[config.mk]
export PLATFORM = sky130hd
export DESIGN_NAME = writeback_arbiter_flat
export DESIGN_NICKNAME = d
export VERILOG_FILES = /design/src/rtl/datapath_pkg.sv /design/src/rtl/writeback_arbiter_if.sv /design/src/rtl/mdu_hold_buffer.sv /design/src/rtl/writeback_arbiter.sv /design/src/flat_wrapper.sv
export SDC_FILE = /design/constraint.sdc
export NUM_CORES = 1
export LEC_CHECK = 0
export CORE_ASPECT_RATIO = 1.75
export CORE_UTILIZATION = 51
export CTS_BUF_LIST = sky130_fd_sc_hd__clkbuf_8 sky130_fd_sc_hd__clkbuf_16
export DETAILED_ROUTE_END_ITERATION = 6
export HOLD_SLACK_MARGIN = 0.05
export PLACE_DENSITY_LB_ADDON = 0.3
export SYNTH_ARGS = -nofsm -noshare
export SYNTH_HDL_FRONTEND = slang
export SYNTH_SLANG_ARGS = --single-unit
export TNS_END_PERCENT = 20
[constraint.sdc]
create_clock -name clk -period 3.75 [get_ports clk]
set_input_delay 0.75 -clock clk [delete_from_list [all_inputs] [get_ports clk]]
set_output_delay 0.75 -clock clk [all_outputs]
set_load 0.005 [all_outputs]
[src/rtl/datapath_pkg.sv]
// Shared datapath constants and the MEM/WB control bundle.
package datapath_pkg;

  localparam int unsigned DATA_W = 16;
  localparam int unsigned ADDR_W = 4;
  localparam logic [ADDR_W-1:0] HI_REG = ADDR_W'(15);

  // Control fields carried from MEM into WB.
  typedef struct packed {
    logic              valid;
    logic              reg_write;
    logic              write_op2;
    logic              mem_to_reg;
    logic [ADDR_W-1:0] dest1;
    logic [ADDR_W-1:0] dest2;
  } wb_ctrl_t;

endpackage

[src/rtl/writeback_arbiter_if.sv]
// Bus bundle of the write-back stage: MEM-stage inputs, MDU handshake and
// register-file write ports. slave = arbiter side, master = surrounding datapath.
interface writeback_arbiter_if;
  import datapath_pkg::*;

  logic              stall;
  logic              flush;
  logic              mem_valid;
  logic              mem_reg_write;
  logic              mem_write_op2;
  logic              mem_mem_to_reg;
  logic [ADDR_W-1:0] mem_dest1;
  logic [ADDR_W-1:0] mem_dest2;
  logic [DATA_W-1:0] mem_alu_result;
  logic [DATA_W-1:0] mem_load_data;
  logic [DATA_W-1:0] mem_op2_data;

  logic              mdu_valid;
  logic              mdu_ready;
  logic [ADDR_W-1:0] mdu_dest;
  logic [DATA_W-1:0] mdu_lo;
  logic [DATA_W-1:0] mdu_hi;

  logic              RegWrite;
  logic              WriteOP2;
  logic [ADDR_W-1:0] WriteReg1;
  logic [ADDR_W-1:0] WriteReg2;
  logic [DATA_W-1:0] WriteData1;
  logic [DATA_W-1:0] WriteData2;
  logic              stall_req;

  modport master (
    output stall, flush, mem_valid, mem_reg_write, mem_write_op2, mem_mem_to_reg,
    output mem_dest1, mem_dest2, mem_alu_result, mem_load_data, mem_op2_data,
    output mdu_valid, mdu_dest, mdu_lo, mdu_hi,
    input  mdu_ready, RegWrite, WriteOP2, WriteReg1, WriteReg2, WriteData1, WriteData2,
    input  stall_req
  );

  modport slave (
    input  stall, flush, mem_valid, mem_reg_write, mem_write_op2, mem_mem_to_reg,
    input  mem_dest1, mem_dest2, mem_alu_result, mem_load_data, mem_op2_data,
    input  mdu_valid, mdu_dest, mdu_lo, mdu_hi,
    output mdu_ready, RegWrite, WriteOP2, WriteReg1, WriteReg2, WriteData1, WriteData2,
    output stall_req
  );

endinterface

[src/rtl/mdu_hold_buffer.sv]
// One-entry holding buffer for MDU results, with starvation counter that
// requests an upstream bubble once a full entry has waited too long.
module mdu_hold_buffer
  import datapath_pkg::*;
#(
  parameter int unsigned STARVE_LIMIT = 3
) (
  input  logic              clk,
  input  logic              rst,
  input  logic              mdu_valid,
  input  logic [ADDR_W-1:0] mdu_dest,
  input  logic [DATA_W-1:0] mdu_lo,
  input  logic [DATA_W-1:0] mdu_hi,
  input  logic              drain,
  output logic              mdu_ready,
  output logic              buf_full,
  output logic [ADDR_W-1:0] buf_dest,
  output logic [DATA_W-1:0] buf_lo,
  output logic [DATA_W-1:0] buf_hi,
  output logic              stall_req
);

  localparam int unsigned CntW = $clog2(STARVE_LIMIT + 1);
  localparam logic [CntW-1:0] CntMax = CntW'(STARVE_LIMIT);

  logic              full_q, full_d;
  logic [ADDR_W-1:0] dest_q, dest_d;
  logic [DATA_W-1:0] lo_q, lo_d;
  logic [DATA_W-1:0] hi_q, hi_d;
  logic [CntW-1:0]   cnt_q, cnt_d;
  logic              accept;

  // Handshake, entry replacement and starvation count.
  always_comb begin
    mdu_ready = !full_q | drain;
    accept    = mdu_valid & mdu_ready;
    full_d    = full_q;
    dest_d    = dest_q;
    lo_d      = lo_q;
    hi_d      = hi_q;
    cnt_d     = cnt_q;
    if (accept) begin
      // Drain and load in the same cycle simply replaces the entry.
      full_d = 1'b1;
      dest_d = mdu_dest;
      lo_d   = mdu_lo;
      hi_d   = mdu_hi;
    end else if (drain) begin
      full_d = 1'b0;
    end
    if (!full_q || drain) begin
      cnt_d = '0;
    end else if (cnt_q != CntMax) begin
      cnt_d = cnt_q + 1'b1;
    end
  end

  // Buffer and counter state.
  always_ff @(posedge clk or negedge rst) begin
    if (!rst) begin
      full_q <= 1'b0;
      dest_q <= '0;
      lo_q   <= '0;
      hi_q   <= '0;
      cnt_q  <= '0;
    end else begin
      full_q <= full_d;
      dest_q <= dest_d;
      lo_q   <= lo_d;
      hi_q   <= hi_d;
      cnt_q  <= cnt_d;
    end
  end

  assign buf_full  = full_q;
  assign buf_dest  = dest_q;
  assign buf_lo    = lo_q;
  assign buf_hi    = hi_q;
  assign stall_req = full_q & (cnt_q == CntMax);

endmodule

[src/rtl/writeback_arbiter.sv]
// Write-back stage: MEM/WB register, result select, and arbitration of the
// register-file write ports between the pipeline and the MDU buffer.
module writeback_arbiter
  import datapath_pkg::*;
#(
  parameter int unsigned STARVE_LIMIT = 3
) (
  input logic                clk,
  input logic                rst,
  writeback_arbiter_if.slave bus
);

  wb_ctrl_t          ctrl_q, ctrl_d;
  logic [DATA_W-1:0] alu_q, alu_d;
  logic [DATA_W-1:0] load_q, load_d;
  logic [DATA_W-1:0] op2_q, op2_d;

  logic              wb_write;
  logic              drain;
  logic              buf_full;
  logic [ADDR_W-1:0] buf_dest;
  logic [DATA_W-1:0] buf_lo;
  logic [DATA_W-1:0] buf_hi;

  // Next WB register contents: a bubble on stall or flush.
  always_comb begin
    ctrl_d = '0;
    alu_d  = '0;
    load_d = '0;
    op2_d  = '0;
    if (!(bus.stall || bus.flush)) begin
      ctrl_d.valid      = bus.mem_valid;
      ctrl_d.reg_write  = bus.mem_reg_write;
      ctrl_d.write_op2  = bus.mem_write_op2;
      ctrl_d.mem_to_reg = bus.mem_mem_to_reg;
      ctrl_d.dest1      = bus.mem_dest1;
      ctrl_d.dest2      = bus.mem_dest2;
      alu_d             = bus.mem_alu_result;
      load_d            = bus.mem_load_data;
      op2_d             = bus.mem_op2_data;
    end
  end

  // MEM/WB pipeline register.
  always_ff @(posedge clk or negedge rst) begin
    if (!rst) begin
      ctrl_q <= '0;
      alu_q  <= '0;
      load_q <= '0;
      op2_q  <= '0;
    end else begin
      ctrl_q <= ctrl_d;
      alu_q  <= alu_d;
      load_q <= load_d;
      op2_q  <= op2_d;
    end
  end

  assign wb_write = ctrl_q.valid & ctrl_q.reg_write;
  // The buffer only gets the ports when the pipeline leaves them free.
  assign drain    = buf_full & !wb_write;

  mdu_hold_buffer #(
    .STARVE_LIMIT(STARVE_LIMIT)
  ) u_hold (
    .clk       (clk),
    .rst       (rst),
    .mdu_valid (bus.mdu_valid),
    .mdu_dest  (bus.mdu_dest),
    .mdu_lo    (bus.mdu_lo),
    .mdu_hi    (bus.mdu_hi),
    .drain     (drain),
    .mdu_ready (bus.mdu_ready),
    .buf_full  (buf_full),
    .buf_dest  (buf_dest),
    .buf_lo    (buf_lo),
    .buf_hi    (buf_hi),
    .stall_req (bus.stall_req)
  );

  // Write-port mux; driven only from registered state.
  always_comb begin
    bus.RegWrite   = 1'b0;
    bus.WriteOP2   = 1'b0;
    bus.WriteReg1  = '0;
    bus.WriteReg2  = '0;
    bus.WriteData1 = '0;
    bus.WriteData2 = '0;
    if (wb_write) begin
      bus.RegWrite   = 1'b1;
      bus.WriteOP2   = ctrl_q.write_op2;
      bus.WriteReg1  = ctrl_q.dest1;
      bus.WriteData1 = ctrl_q.mem_to_reg ? load_q : alu_q;
      bus.WriteReg2  = ctrl_q.dest2;
      bus.WriteData2 = op2_q;
    end else if (drain) begin
      bus.RegWrite   = 1'b1;
      bus.WriteOP2   = 1'b1;
      bus.WriteReg1  = buf_dest;
      bus.WriteData1 = buf_lo;
      bus.WriteReg2  = HI_REG;
      bus.WriteData2 = buf_hi;
    end
  end

endmodule
[src/flat_wrapper.sv]
// flat-port wrapper written by rule: the top's interface ports become plain ports
module writeback_arbiter_flat import datapath_pkg::*;
#(
  parameter int unsigned STARVE_LIMIT = 3
)
  (clk, rst, bus_stall, bus_flush, bus_mem_valid, bus_mem_reg_write, bus_mem_write_op2, bus_mem_mem_to_reg, bus_mem_dest1, bus_mem_dest2, bus_mem_alu_result, bus_mem_load_data, bus_mem_op2_data, bus_mdu_valid, bus_mdu_dest, bus_mdu_lo, bus_mdu_hi, bus_mdu_ready, bus_RegWrite, bus_WriteOP2, bus_WriteReg1, bus_WriteReg2, bus_WriteData1, bus_WriteData2, bus_stall_req);
  writeback_arbiter_if bus_i ();
  input logic clk;
  input logic rst;
  input wire logic [$bits(bus_i.stall)-1:0] bus_stall;
  input wire logic [$bits(bus_i.flush)-1:0] bus_flush;
  input wire logic [$bits(bus_i.mem_valid)-1:0] bus_mem_valid;
  input wire logic [$bits(bus_i.mem_reg_write)-1:0] bus_mem_reg_write;
  input wire logic [$bits(bus_i.mem_write_op2)-1:0] bus_mem_write_op2;
  input wire logic [$bits(bus_i.mem_mem_to_reg)-1:0] bus_mem_mem_to_reg;
  input wire logic [$bits(bus_i.mem_dest1)-1:0] bus_mem_dest1;
  input wire logic [$bits(bus_i.mem_dest2)-1:0] bus_mem_dest2;
  input wire logic [$bits(bus_i.mem_alu_result)-1:0] bus_mem_alu_result;
  input wire logic [$bits(bus_i.mem_load_data)-1:0] bus_mem_load_data;
  input wire logic [$bits(bus_i.mem_op2_data)-1:0] bus_mem_op2_data;
  input wire logic [$bits(bus_i.mdu_valid)-1:0] bus_mdu_valid;
  input wire logic [$bits(bus_i.mdu_dest)-1:0] bus_mdu_dest;
  input wire logic [$bits(bus_i.mdu_lo)-1:0] bus_mdu_lo;
  input wire logic [$bits(bus_i.mdu_hi)-1:0] bus_mdu_hi;
  output wire logic [$bits(bus_i.mdu_ready)-1:0] bus_mdu_ready;
  output wire logic [$bits(bus_i.RegWrite)-1:0] bus_RegWrite;
  output wire logic [$bits(bus_i.WriteOP2)-1:0] bus_WriteOP2;
  output wire logic [$bits(bus_i.WriteReg1)-1:0] bus_WriteReg1;
  output wire logic [$bits(bus_i.WriteReg2)-1:0] bus_WriteReg2;
  output wire logic [$bits(bus_i.WriteData1)-1:0] bus_WriteData1;
  output wire logic [$bits(bus_i.WriteData2)-1:0] bus_WriteData2;
  output wire logic [$bits(bus_i.stall_req)-1:0] bus_stall_req;
  assign bus_i.stall = bus_stall;
  assign bus_i.flush = bus_flush;
  assign bus_i.mem_valid = bus_mem_valid;
  assign bus_i.mem_reg_write = bus_mem_reg_write;
  assign bus_i.mem_write_op2 = bus_mem_write_op2;
  assign bus_i.mem_mem_to_reg = bus_mem_mem_to_reg;
  assign bus_i.mem_dest1 = bus_mem_dest1;
  assign bus_i.mem_dest2 = bus_mem_dest2;
  assign bus_i.mem_alu_result = bus_mem_alu_result;
  assign bus_i.mem_load_data = bus_mem_load_data;
  assign bus_i.mem_op2_data = bus_mem_op2_data;
  assign bus_i.mdu_valid = bus_mdu_valid;
  assign bus_i.mdu_dest = bus_mdu_dest;
  assign bus_i.mdu_lo = bus_mdu_lo;
  assign bus_i.mdu_hi = bus_mdu_hi;
  assign bus_mdu_ready = bus_i.mdu_ready;
  assign bus_RegWrite = bus_i.RegWrite;
  assign bus_WriteOP2 = bus_i.WriteOP2;
  assign bus_WriteReg1 = bus_i.WriteReg1;
  assign bus_WriteReg2 = bus_i.WriteReg2;
  assign bus_WriteData1 = bus_i.WriteData1;
  assign bus_WriteData2 = bus_i.WriteData2;
  assign bus_stall_req = bus_i.stall_req;
  writeback_arbiter #(.STARVE_LIMIT(STARVE_LIMIT)) u_core (.clk(clk), .rst(rst), .bus(bus_i));
endmodule
**Supply network**

Bar = 20 um. Pins as bars on the die edge. Tap cells in grey.
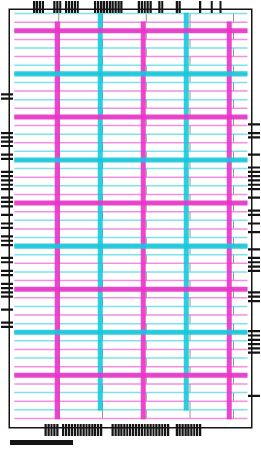
colour	net
magenta	VSS
cyan	VDD
met5 straps	9
met4 straps	5
signal pins	145
tap cells	122

==> flow_metrics.env <==
# physical design summary
export IMPL_cap_viol_max_count=0
export IMPL_firstDrtPassIters=5
export IMPL_cpPeakStageDelay_ns=0.57
export IMPL_crit_path_top_delay_cell="dfrtp_2"
export IMPL_finalSetupTns_ns=0
export IMPL_synthesis_nets=576
export IMPL_postSynthAreaPerCell_um2=10.3
export IMPL_worstSetupStartpointType="flip-flop"
export IMPL_dr_first_iter_drc_count=427
export IMPL_lay_top_count="clkdlybuf4s50_1"
export IMPL_hold_class="input pin to asynchronous set/reset pin"
export IMPL_syn_inst=474
export IMPL_synth_flops=99
export IMPL_ctsHoldBuffers=0
export IMPL_pin_count=145
export IMPL_drc=0
export IMPL_place_gp_congestion=0.817
export IMPL_io_buffers=144
export IMPL_muxShareOfSynthArea=0.0674
export IMPL_wl_um=11800
export IMPL_post_cts_resized=0
export IMPL_avgViaCountPerCell=5.44
export IMPL_yosys_area_top_type="dfrtp_1"
export IMPL_required_ns=3.00
export IMPL_ys_cells=474
export IMPL_worstMarginPinSlew_ns=1.03
export IMPL_p_leak_uw=0.00284
export IMPL_layout_min_cycle_time_ns=3.09
export IMPL_grt_max_degree=76
export IMPL_critPathArrivalTime_ns=2.34
export IMPL_clock_root_buffer="clkbuf_16"
export IMPL_synth_distinct_cells=23
export IMPL_yosys_area_mm2=0.00490
export IMPL_finalClockSkew_ns=0.00474
export IMPL_postCtsSetupRepairBufs=0
export IMPL_core_mm2=0.00941
export IMPL_status="completed"
export IMPL_ys_warn_count=0
**Cells coloured by class**

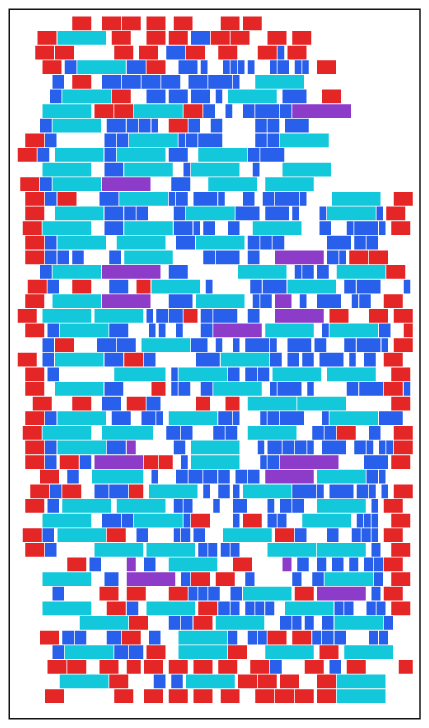
colour	class	cells
blue	all other logic	330
red	other buffers and delay cells	153
purple	clock drivers and dummy loads	16
cyan	flip-flops	99

-- metal layers --
metal  share of wire  track usage
met5               0            0
met4           0.042        0.125
met3           0.043       0.0528
met2            0.54        0.431
met1            0.37        0.283
-- stage by stage --
stage	utilization	hold slack [ns]	cells	worst slack (ns)	cell area (um2)
6_report	0.706	0.394	720	0.659	6640
5_1_grt	0.706	0.431	720	0.550	6640
3_3_place_gp	0.670	0.504	704	1.08	6300
4_1_cts	0.706	0.413	720	0.643	6640
2_1_floorplan	-	0.454	474	2.01	4900
3_5_place_dp	0.670	0.508	704	1.03	6300
-- area by class of cell --
| cell class | instances | area [um2] | share of cell area |
|---|---|---|---|
| clock buffers | 9 | 225 | 0.0339 |
| flip-flops and latches | 99 | 2480 | 0.374 |
| clock inverters | 7 | 114 | 0.0172 |
| well taps | 122 | 153 | 0.0230 |
| multi-input cells | 329 | 2160 | 0.325 |
| inverters | 1 | 3.75 | 0.000565 |
| repair buffers | 153 | 1500 | 0.226 |
-- cell usage after synthesis --
cell type and number:
a21boi_0 1, a21o_1 5, and2_1 62, and3_1 1, buf_2 22, buf_4 4
buf_6 7, clkbuf_1 12, dfrtp_1 99, ha_1 1, inv_2 1, mux2i_1 33
nand2_1 72, nand2b_1 37, nand3_1 20, nand4_1 36, nor2_1 3, o211ai_1 6
o211ai_2 30, o21ai_0 10, o21ai_1 10, or2_2 1, xor2_1 1
-- worst register-to-register path: stages, from the launching register on --
cell      delay [ns]
dfrtp_2         0.35
buf_4           0.56
and3_2          0.31
buf_4           0.49
o211ai_1        0.19
-- state kept, by name (all words and copies together) (netlist names), 2 cells and up --
signal and flops:
u_core.u_hold.buf_lo 16, u_core.alu_q 16, u_core.u_hold.buf_dest 4, u_core.load_q 16, u_core.u_hold.cnt_q 2, u_core.op2_q 16, u_core.ctrl_q 12, u_core.u_hold.buf_hi 16
-- where the power goes --
part           switching (uW)  internal [uW]
logic                     155            217
registers                45.7           1130
clock network             391            650
total                     592           2000
-- path summary, 6_finish.rpt --
check                                                     from                                    to  cells past startpoint
max in group asynchronous                                  rst           u_core.ctrl_q[10]$_DFF_PN0_                      2
max                                u_core.ctrl_q[10]$_DFF_PN0_                     bus_WriteData1[6]                      4
min in group clk           u_core.u_hold.buf_lo[3]$_DFFE_PN0P_   u_core.u_hold.buf_lo[3]$_DFFE_PN0P_                      2
max reg2reg                 u_core.u_hold.buf_full$_DFFE_PN0P_  u_core.u_hold.buf_lo[15]$_DFFE_PN0P_                      4
min                                                        rst            u_core.op2_q[12]$_DFF_PN0_                      1
min reg2reg                u_core.u_hold.buf_lo[3]$_DFFE_PN0P_   u_core.u_hold.buf_lo[3]$_DFFE_PN0P_                      2
-- kinds of logic after synthesis --
kind of cell,count (synthesis)
AOI/OAI and AO/OA,62
xor gates and xnor gates,1
adders and majority gates,1
buffers and inverters,46
DFF,99
muxes,33
and+or+nand+nor,232
No activity file was given, so power comes from the tool's default toggle rates.
